[src/rtl/boot_loader_if.sv]
// boot_loader_if: byte-stream input plus memory-write and boot-status outputs of the boot loader
interface boot_loader_if #(parameter int D_DEPTH_WIDTH = 10);
    logic [7:0] in_data;
    logic in_valid;
    logic in_ready;
    logic mem_en;
    logic [3:0] mem_wr_mask;
    logic [D_DEPTH_WIDTH-1:0] mem_addr;
    logic [31:0] mem_data;
    logic boot_active;
    logic cpu_rst;
    logic done;
    logic error;
    modport master (
        output in_data, in_valid,
        input in_ready, mem_en, mem_wr_mask, mem_addr, mem_data, boot_active, cpu_rst, done, error
    );
    modport slave (
        input in_data, in_valid,
        output in_ready, mem_en, mem_wr_mask, mem_addr, mem_data, boot_active, cpu_rst, done, error
    );
endinterface

[src/rtl/boot_loader.sv]
// boot_loader: loads a framed little-endian image into memory and holds the core in reset until the XOR checksum verifies
module boot_loader #(
    parameter int D_DEPTH_WIDTH = 10,
    parameter int BASE_ADDR = 0,
    parameter int unsigned TIMEOUT = 65535
) (
    input logic clk,
    input logic rst,
    boot_loader_if.slave bus
);
    typedef enum logic [2:0] {LEN_LO, LEN_HI, DATA, WRITE, CHK, DONE, ERROR} state_t;
    localparam logic [31:0] LIMIT = (32'd1 << D_DEPTH_WIDTH) - 32'(BASE_ADDR);
    state_t state;
    logic [15:0] n;
    logic [15:0] word_idx;
    logic [1:0] byte_idx;
    logic [7:0] chk;
    logic [23:0] word;
    logic [31:0] idle;
    logic [15:0] n_full;
    logic acc;
    logic waiting;
    logic expired;
    assign acc = bus.in_valid && bus.in_ready;
    assign waiting = state inside {LEN_HI, DATA, CHK};
    assign expired = TIMEOUT != 0 && waiting && !acc && idle + 32'd1 == TIMEOUT;
    assign n_full = {bus.in_data, n[7:0]};
    always_ff @(posedge clk) begin
        if (rst) begin
            state <= LEN_LO;
            n <= '0;
            word_idx <= '0;
            byte_idx <= '0;
            chk <= '0;
            word <= '0;
            idle <= '0;
            bus.in_ready <= 1'b1;
            bus.mem_en <= 1'b0;
            bus.mem_wr_mask <= 4'h0;
            bus.mem_addr <= D_DEPTH_WIDTH'(BASE_ADDR);
            bus.mem_data <= '0;
            bus.boot_active <= 1'b1;
            bus.cpu_rst <= 1'b1;
            bus.done <= 1'b0;
            bus.error <= 1'b0;
        end else begin
            bus.mem_en <= 1'b0;
            bus.mem_wr_mask <= 4'h0;
            if (acc) idle <= '0;
            else if (waiting) idle <= idle + 32'd1;
            case (state)
                LEN_LO: if (acc) begin
                    n[7:0] <= bus.in_data;
                    state <= LEN_HI;
                end
                LEN_HI: if (acc) begin
                    n[15:8] <= bus.in_data;
                    if (32'(n_full) > LIMIT) begin
                        state <= ERROR;
                        bus.error <= 1'b1;
                        bus.in_ready <= 1'b0;
                    end else begin
                        state <= n_full == 16'd0 ? CHK : DATA;
                    end
                end
                DATA: if (acc) begin
                    word <= {bus.in_data, word[23:8]};
                    chk <= chk ^ bus.in_data;
                    byte_idx <= byte_idx + 2'd1;
                    if (byte_idx == 2'd3) begin
                        state <= WRITE;
                        bus.in_ready <= 1'b0;
                        bus.mem_en <= 1'b1;
                        bus.mem_wr_mask <= 4'hF;
                        bus.mem_addr <= D_DEPTH_WIDTH'(32'(BASE_ADDR) + 32'(word_idx));
                        bus.mem_data <= {bus.in_data, word};
                    end
                end
                WRITE: begin
                    word_idx <= word_idx + 16'd1;
                    bus.in_ready <= 1'b1;
                    state <= word_idx + 16'd1 == n ? CHK : DATA;
                end
                CHK: if (acc) begin
                    bus.in_ready <= 1'b0;
                    if (bus.in_data == chk) begin
                        state <= DONE;
                        bus.done <= 1'b1;
                        bus.cpu_rst <= 1'b0;
                        bus.boot_active <= 1'b0;
                        bus.mem_addr <= '0;
                        bus.mem_data <= '0;
                    end else begin
                        state <= ERROR;
                        bus.error <= 1'b1;
                    end
                end
                default: ;
            endcase
            // a stalled sender aborts the frame; an accepted byte on the same edge wins
            if (expired) begin
                state <= ERROR;
                bus.error <= 1'b1;
                bus.in_ready <= 1'b0;
            end
        end
    end
endmodule

[src/flat_wrapper.sv]
// flat-port wrapper written by rule: the top's interface ports become plain ports
module boot_loader_flat 
#(
    parameter int D_DEPTH_WIDTH = 10,
    parameter int BASE_ADDR = 0,
    parameter int unsigned TIMEOUT = 65535
)
  (clk, rst, bus_in_data, bus_in_valid, bus_in_ready, bus_mem_en, bus_mem_wr_mask, bus_mem_addr, bus_mem_data, bus_boot_active, bus_cpu_rst, bus_done, bus_error);
  boot_loader_if #(.D_DEPTH_WIDTH(D_DEPTH_WIDTH)) bus_i ();
  input logic clk;
  input logic rst;
  input wire logic [$bits(bus_i.in_data)-1:0] bus_in_data;
  input wire logic [$bits(bus_i.in_valid)-1:0] bus_in_valid;
  output wire logic [$bits(bus_i.in_ready)-1:0] bus_in_ready;
  output wire logic [$bits(bus_i.mem_en)-1:0] bus_mem_en;
  output wire logic [$bits(bus_i.mem_wr_mask)-1:0] bus_mem_wr_mask;
  output wire logic [$bits(bus_i.mem_addr)-1:0] bus_mem_addr;
  output wire logic [$bits(bus_i.mem_data)-1:0] bus_mem_data;
  output wire logic [$bits(bus_i.boot_active)-1:0] bus_boot_active;
  output wire logic [$bits(bus_i.cpu_rst)-1:0] bus_cpu_rst;
  output wire logic [$bits(bus_i.done)-1:0] bus_done;
  output wire logic [$bits(bus_i.error)-1:0] bus_error;
  assign bus_i.in_data = bus_in_data;
  assign bus_i.in_valid = bus_in_valid;
  assign bus_in_ready = bus_i.in_ready;
  assign bus_mem_en = bus_i.mem_en;
  assign bus_mem_wr_mask = bus_i.mem_wr_mask;
  assign bus_mem_addr = bus_i.mem_addr;
  assign bus_mem_data = bus_i.mem_data;
  assign bus_boot_active = bus_i.boot_active;
  assign bus_cpu_rst = bus_i.cpu_rst;
  assign bus_done = bus_i.done;
  assign bus_error = bus_i.error;
  boot_loader #(.D_DEPTH_WIDTH(D_DEPTH_WIDTH), .BASE_ADDR(BASE_ADDR), .TIMEOUT(TIMEOUT)) u_core (.clk(clk), .rst(rst), .bus(bus_i));
endmodule
[config.mk]
export PLATFORM = sky130hd
export DESIGN_NAME = boot_loader_flat
export DESIGN_NICKNAME = d
export VERILOG_FILES = /design/src/rtl/boot_loader_if.sv /design/src/rtl/boot_loader.sv /design/src/flat_wrapper.sv
export SDC_FILE = /design/constraint.sdc
export NUM_CORES = 1
export LEC_CHECK = 0
export CAP_MARGIN = 20
export CORE_UTILIZATION = 56
export CTS_CLUSTER_SIZE = 16
export DETAILED_ROUTE_END_ITERATION = 16
export GPL_TIMING_DRIVEN = 0
export PLACE_DENSITY = 0.78
export SLEW_MARGIN = 20
export SYNTH_ARGS = -nofsm -noshare
export SYNTH_HDL_FRONTEND = slang
export SYNTH_SLANG_ARGS = --single-unit
[constraint.sdc]
create_clock -name clk -period 4.6 [get_ports clk]
set_input_delay 0.92 -clock clk [delete_from_list [all_inputs] [get_ports clk]]
set_output_delay 0.92 -clock clk [all_outputs]
set_load 0.02 [all_outputs]
==> impl_metrics.json, run 1 <==
{
  "grt_util_met2_pct": 45.4,
  "fp_util_pct": 58.3,
  "crit_cells": 10,
  "xor_share_pct": 10.1,
  "min_period_over_period_pct": 67.4,
  "outcome": "finished, final reports clean",
  "ys_cells": 858,
  "p_int_mw": 2.15,
  "layout_top_cells": "dfxtp_1 (148), nor2_1 (117), nand2_1 (102)",
  "via_per_inst": 5.71,
  "lay_top_count": "dfxtp_1",
  "power-top-group": "registers",
  "yosys_warnings": 0,
  "ys_ff": 148,
  "die_area_um2": 13100,
  "tns_ps": 0,
  "crit_fanout": 10,
  "drive_gt1_share_pct": 8.11,
  "setup_viol": 0,
  "cts_max_level": 4,
  "sequentialPowerShare_pct": 45.3,
  "cts_resized": 0,
  "ys_seq_share_pct": 41.8,
  "fill_cells": 1021,
  "synth_chip_area_um2": 7090,
  "clockRootBuffer": "clkbuf_16",
  "slowest_stage": "clkdlybuf4s50_1",
  "synthMuxAreaShare_pct": 1.99,
  "ant_nets": 0,
  "comb_power_mw": 0.315,
  "path_cells": "clkdlybuf4s50_1 > xnor2_1 > nand4_1 > nor2_1 > a22oi_1 > or3_1 > clkbuf_1 > clkbuf_1 > a22oi_1 > nor2_1",
  "slew_headroom_pct": 53.6,
  "critPathLaunchType": "input pin",
  "hp-class": "flip-flop to flip-flop",
  "hold_viol": 0,
  "io_pins": 63
}
## run 1: area by class of cell
class                           count  share of cell area (%)
Tap cell                          168                    2.49
Clock inverter                     13                    1.32
Sequential cell                   148                    35.1
Buffer                             66                    4.62
Timing Repair Buffer               59                    6.99
Inverter                           10                   0.445
Multi-Input combinational cell    634                    43.8
Clock buffer                       19                    5.25
## run 1: cell usage after synthesis (6+ instances only)
library cell  number
a21oi_1           57
a22oi_1           43
and2_1             6
and3_1             6
buf_2              7
buf_4              7
clkbuf_1          40
clkbuf_8           9
dfxtp_1          148
inv_1             10
mux2i_1           13
nand2_1          102
nand3_1           37
nand4_1           19
nor2_1           117
nor3_1            26
nor4_1            13
o21ai_0           23
or3_1             18
xnor2_1           41
xor2_1            41
### Power grid, run 1

Drawn at 3 px/um. Pins as bars on the die edge.
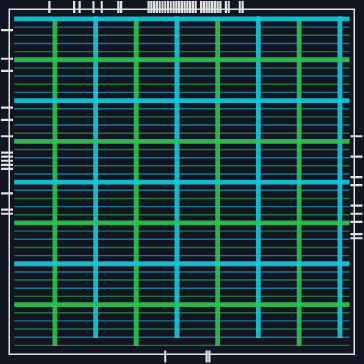
| net | colour |
|---|---|
| VSS | green |
| VDD | cyan |
met4 straps: 8
met5 straps: 8
signal pins: 63
met1 rails: 41
rows: 40
floorplan core area: 12200 um^2
peak supply drop: 0.000376 V
chip width: 115 um

### Cells coloured by class, run 1

Drawn at 2 px/um. Fill, decap, tap and diode cells in grey.
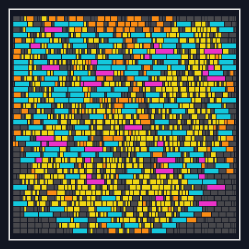
| class | colour | cells | share of their area |
|---|---|---|---|
| combinational and other logic | yellow | 644 | 45% |
| clock drivers and dummy loads | magenta | 32 | 6.7% |
| sequential cells | cyan | 148 | 36% |
| remaining buffers and delay cells | orange | 125 | 12% |
sequential share of cell area: 35.1%
Finished Cell Area: 8440 um^2

### Clock wires, drivers and flops, run 1

Drawn at 4 px/um.
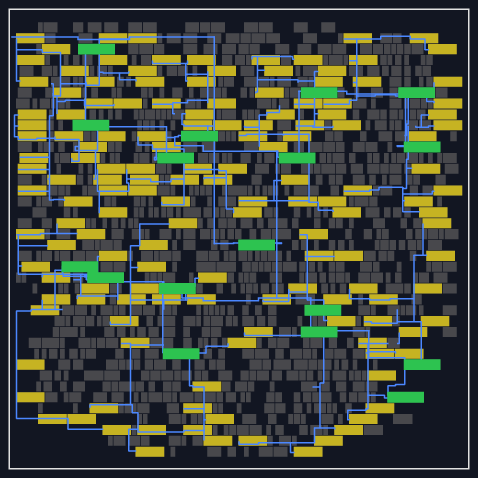
[flip-flops] yellow | count: 148
[clock wires] blue | length: 1770 um
[clock drivers] green | count: 17
flops lie: all over the die
routed clock nets: 18
worst-skew pair later-pin latency: 430 ps
Clk. pwr: 1.31 mW
clk_skew: 11.6 ps
Clk pwr share: 44.1%

### Wiring by layer, run 1

Drawn at 3 px/um. Only two layers are drawn.
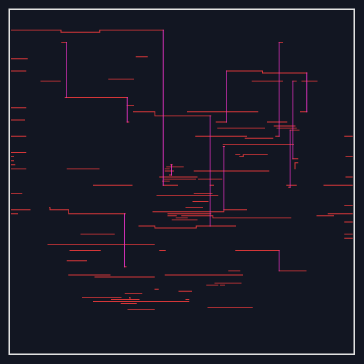
| layer | colour | wire length |
|---|---|---|
| metal 4 | magenta | 270 um |
| metal 3 | red | 947 um |
Vias: 6373
Routed WL per cell: 15.9 um
total wire length: 17.7 mm
all-layer global routing usage: 28.3%

### Cell outlines without signal wires, run 1

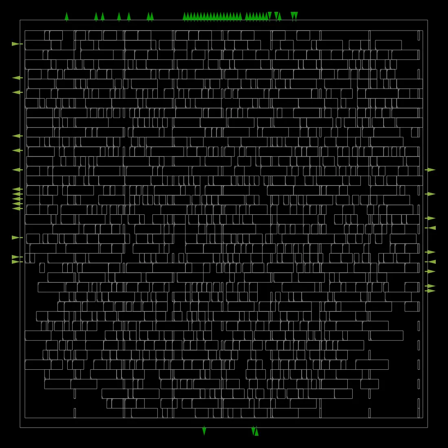

## Run 2: what changed since run 1
Settings changed: CORE_UTILIZATION 56 to 52, PLACE_DENSITY 0.78 to 0.76.
Clock period 4.6 ns to 2.85 ns, I/O delays scaled along.
### Cell outlines without signal wires, run 2

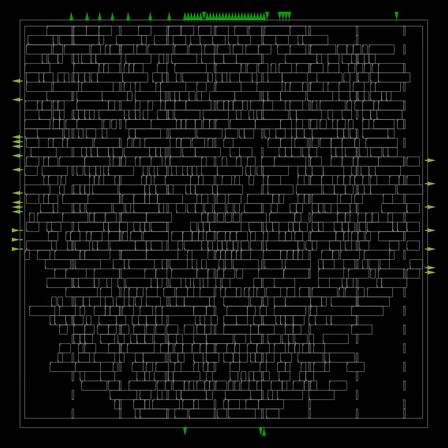
Post-Route Utilization: 64.9%
floorplan core area: 13200 um^2

### Clock wires, drivers and flops, run 2

Drawn at 4 px/um.
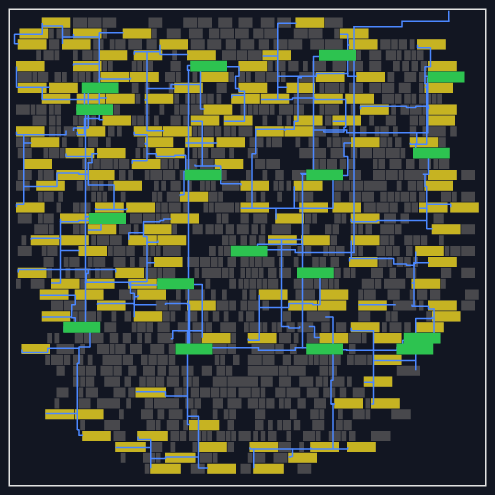
[flip-flops] yellow | count: 148
[clock wires] blue | length: 1850 um
[clock drivers] green | count: 17
flops lie: all over the die
routed clock nets: 18
Clk pwr share: 45.8%
clk_skew: 12.3 ps
worst-skew pair later-pin latency: 440 ps
Clk. pwr: 2.26 mW

### Cells coloured by class, run 2

Drawn at 2 px/um. Fill, decap, tap and diode cells in grey.
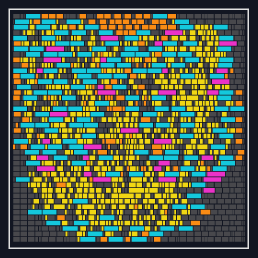
| class | colour | cells | share of their area |
|---|---|---|---|
| remaining buffers and delay cells | orange | 122 | 12% |
| clock drivers and dummy loads | magenta | 32 | 7.3% |
| combinational and other logic | yellow | 644 | 46% |
| sequential cells | cyan | 148 | 36% |
Finished Cell Area: 8590 um^2
row cnt: 42
sequential share of cell area: 34.6%

==> run 2 against run 1 <==
Via count is essentially flat. Non-clock buffer count shrank 3. Wire length shrank 0.28%. Die size grew 7.6%. Critical path type is now flip-flop to flip-flop. Largest cell class unchanged.
==> impl_metrics.json, run 2 <==
{
  "outcome": "finished, final reports clean",
  "path_cells": "buf_6 > nand3_2 > or4_1 > buf_2 > nor3_2 > mux2i_1 > nand4_1 > or4_4 > a21oi_1 > o2bb2ai_1",
  "fp_util_pct": 53.5,
  "xor_share_pct": 10.1,
  "top_cells_by_count": "dfxtp_1 (148), nor2_1 (117), nand2_1 (102), a21oi_1 (57), a22oi_1 (43)",
  "ys_ff": 148,
  "hold_viol": 0,
  "slowest_stage": "or4_4",
  "ys_cells": 858,
  "via_per_inst": 5.68,
  "holdBufCountCts": 0,
  "ys_seq_share_pct": 41.8,
  "ant_nets": 0,
  "clock-sinks": 148,
  "die_w_um": 119,
  "tightestPinTransition_ps": 640,
  "top_cell": "dfxtp_1",
  "cts_max_level": 4,
  "peakVddDrop_v": 0.000425,
  "synthMuxAreaShare_pct": 1.99,
  "lay_top_count": "dfxtp_1",
  "drive_gt1_share_pct": 10.0,
  "grt_util_met2_pct": 40.4,
  "setup_ws_ps": 84.3,
  "setup_viol": 0,
  "rr_worst_depth": 10,
  "die_area_um2": 14100,
  "critPathLaunchType": "flip-flop",
  "min_period_over_period_pct": 97.0,
  "slew_headroom_pct": 57.4,
  "path_delay_family": "simple AND/OR/NAND/NOR gates",
  "grt_max_degree": 19,
  "routed_wl_mm": 17.7,
  "hp-class": "flip-flop to flip-flop",
  "io_pins": 63,
  "clockRootBuffer": "clkbuf_16",
  "end_kind": "flip-flop",
  "synth_chip_area_um2": 7090,
  "fill_cells": 1152,
  "grt_pass1_wl_mm": 28.9,
  "num_vias": 6372,
  "tns_ps": 0
}
[run 2: timing repair]
item,4_1_cts,5_1_grt
gates resized,4,19
pin swaps,0,5
hold endpoints to repair,0,0
setup endpoints to repair,3,21
[run 2: layout make-up]
cell class              instances  area [um^2]  share of cell area [%]
flip-flops and latches        148         2970                    34.6
well taps                     176          220                    2.56
multi-input cells             634         3770                    43.9
clock inverters                15          186                    2.17
clock buffers                  17          425                    4.95
repair buffers                 59          596                    6.93
inverters                      10         37.5                   0.437
plain buffers                  63          379                    4.41
[run 2: worst min-delay path: stages (launching register included)]
cell     delay (ps)
dfxtp_1         310
inv_1            50
a21oi_1          50
[run 2: where the power goes]
group          internal [mW]  switching [mW]
Sequential              2.12          0.0468
Clock                   1.19            1.07
Combinational          0.196           0.316
## Run 3: what changed since run 2
Settings changed: ABC_CLOCK_PERIOD_IN_PS set to 2850.
### Power grid, run 3

Drawn at 3 px/um. Pins as bars on the die edge.
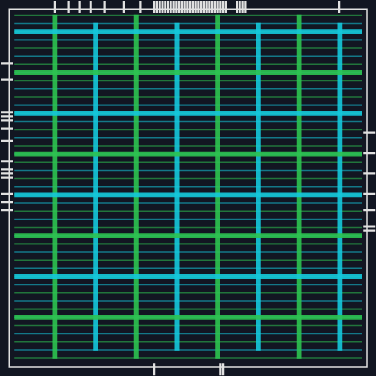
| net | colour |
|---|---|
| VDD | cyan |
| VSS | green |
rows: 42
signal pins: 63
met5 straps: 8
met1 rails: 43
met4 straps: 8
die height: 119 um
peak supply drop: 0.000425 V
chip width: 119 um

### Wiring by layer, run 3

Drawn at 3 px/um. Only two layers are drawn.
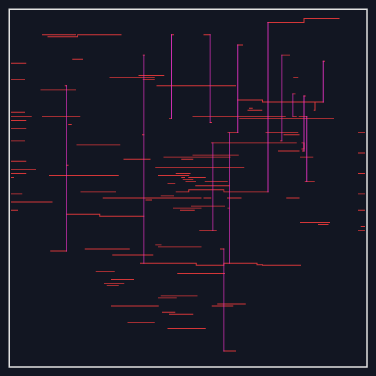
| layer | colour | wire length |
|---|---|---|
| metal 3 | red | 966 um |
| metal 4 | magenta | 464 um |
Vias: 6372
total wire length: 17.7 mm
Routed WL per cell: 15.8 um
all-layer global routing usage: 26.0%

==> run 3 against run 2 <==
Sequential power about the same. Combinational power about the same. Wire length unchanged. Sequential share of layout area unchanged. Core utilization unchanged. Clock power about the same. Global-route usage unchanged. Register-to-register slack about the same. Worst setup slack unchanged. Non-clock buffer count unchanged. Design area unchanged. Largest cell class unchanged. Largest power group unchanged. Highest routed layer unchanged.
==> impl_metrics.json, run 3 <==
{
  "synthMuxAreaShare_pct": 1.99,
  "cts.clk_slew.worst_paths_ps": 70,
  "p_switching_mw": 1.43,
  "clkLatencyLatePin_ps": 440,
  "grt_util_met2_pct": 40.4,
  "slew_headroom_pct": 57.4,
  "worstPathBufferInverterCount": 2,
  "grt_pass1_wl_mm": 28.9,
  "hold_viol": 0,
  "drive_gt1_share_pct": 10.0,
  "min_period_over_period_pct": 97.0,
  "lay_top_count": "dfxtp_1",
  "power_leakage_nw": 2.95,
  "instances_no_fill": 1122,
  "largest_registers": "u_core.bus.mem_data x32, u_core.idle x32, u_core.word x24",
  "critPathLaunchType": "flip-flop",
  "clock_net_power_mw": 2.26,
  "grt_max_degree": 19,
  "ys_cells": 858,
  "hp-class": "flip-flop to flip-flop",
  "xor_share_pct": 10.1,
  "tns_ps": 0,
  "drc": 0,
  "clock-sinks": 148,
  "slowest_stage": "or4_4",
  "ys_seq_share_pct": 41.8,
  "top_cell": "dfxtp_1",
  "synth_chip_area_um2": 7090,
  "sequentialPowerShare_pct": 43.8,
  "hold_path_depth": 2,
  "holdBufCountCts": 0,
  "rsz0062_at_grt": "yes",
  "p_seq_mw": 2.16,
  "final_core_util_pct": 64.9,
  "setup_ws_ps": 84.3,
  "io_pins": 63,
  "cts_max_level": 4,
  "fp_util_pct": 53.5,
  "path_cells": "buf_6 > nand3_2 > or4_1 > buf_2 > nor3_2 > mux2i_1 > nand4_1 > or4_4 > a21oi_1 > o2bb2ai_1",
  "clock_skew_ps": 12.3,
  "top_cells_by_count": "dfxtp_1 (148), nor2_1 (117), nand2_1 (102), a21oi_1 (57), a22oi_1 (43)",
  "clkPwrFrac_pct": 45.8,
  "grt-busiest-layer": "met2",
  "setup_viol": 0,
  "core_um2": 13200,
  "post-synth-top-area-cell": "dfxtp_1",
  "ant_nets": 0,
  "path_delay_family": "simple AND/OR/NAND/NOR gates",
  "power-top-group": "the clock network",
  "ys_ff": 148,
  "die_area_um2": 14100,
  "async_flop_share_pct": 0,
  "rows": 42,
  "switching_share_pct": 29.1,
  "timing.hold.ws_ps": 445,
  "clockRootBuffer": "clkbuf_16",
  "via_per_inst": 5.68,
  "rr_worst_depth": 10,
  "first_pass_iters": 5,
  "final_cell_area_um2": 8590,
  "comb_power_share_pct": 10.4,
  "p_total_mw": 4.94,
  "tightestPinTransition_ps": 640,
  "end_kind": "flip-flop",
  "outcome": "finished, final reports clean",
  "wl_met2_mm": 8.15,
  "comb_power_mw": 0.512,
  "p_int_mw": 3.50,
  "max-cap-violations": 0
}
### Cells coloured by class, run 3

Drawn at 2 px/um. Fill, decap, tap and diode cells in grey.
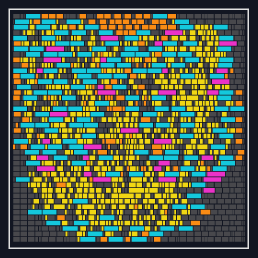
| class | colour | cells | share of their area |
|---|---|---|---|
| combinational and other logic | yellow | 644 | 46% |
| remaining buffers and delay cells | orange | 122 | 12% |
| sequential cells | cyan | 148 | 36% |
| clock drivers and dummy loads | magenta | 32 | 7.3% |

run 3: cell type report:
cell class / count / area, um^2
Clock buffer: 17 / 425
Fill cell: 1152 / 4650
Timing Repair Buffer: 59 / 596
Clock inverter: 15 / 186
Buffer: 63 / 379
Tap cell: 176 / 220
Multi-Input combinational cell: 634 / 3770
Inverter: 10 / 37.5
Sequential cell: 148 / 2970
run 3: worst register-to-register path, stage by stage, from the launching register on:
cell and delay (ps):
dfxtp_1 320, buf_6 120, nand3_2 120, or4_1 510, buf_2 180, nor3_2 140, mux2i_1 290, nand4_1 220
or4_4 530, a21oi_1 140, o2bb2ai_1 70
run 3: repair_timing:
action	CTS	global route
setup endpoints to repair	3	21
resized	4	19
pin swaps	0	5
Power and IR drop assume default switching activity.
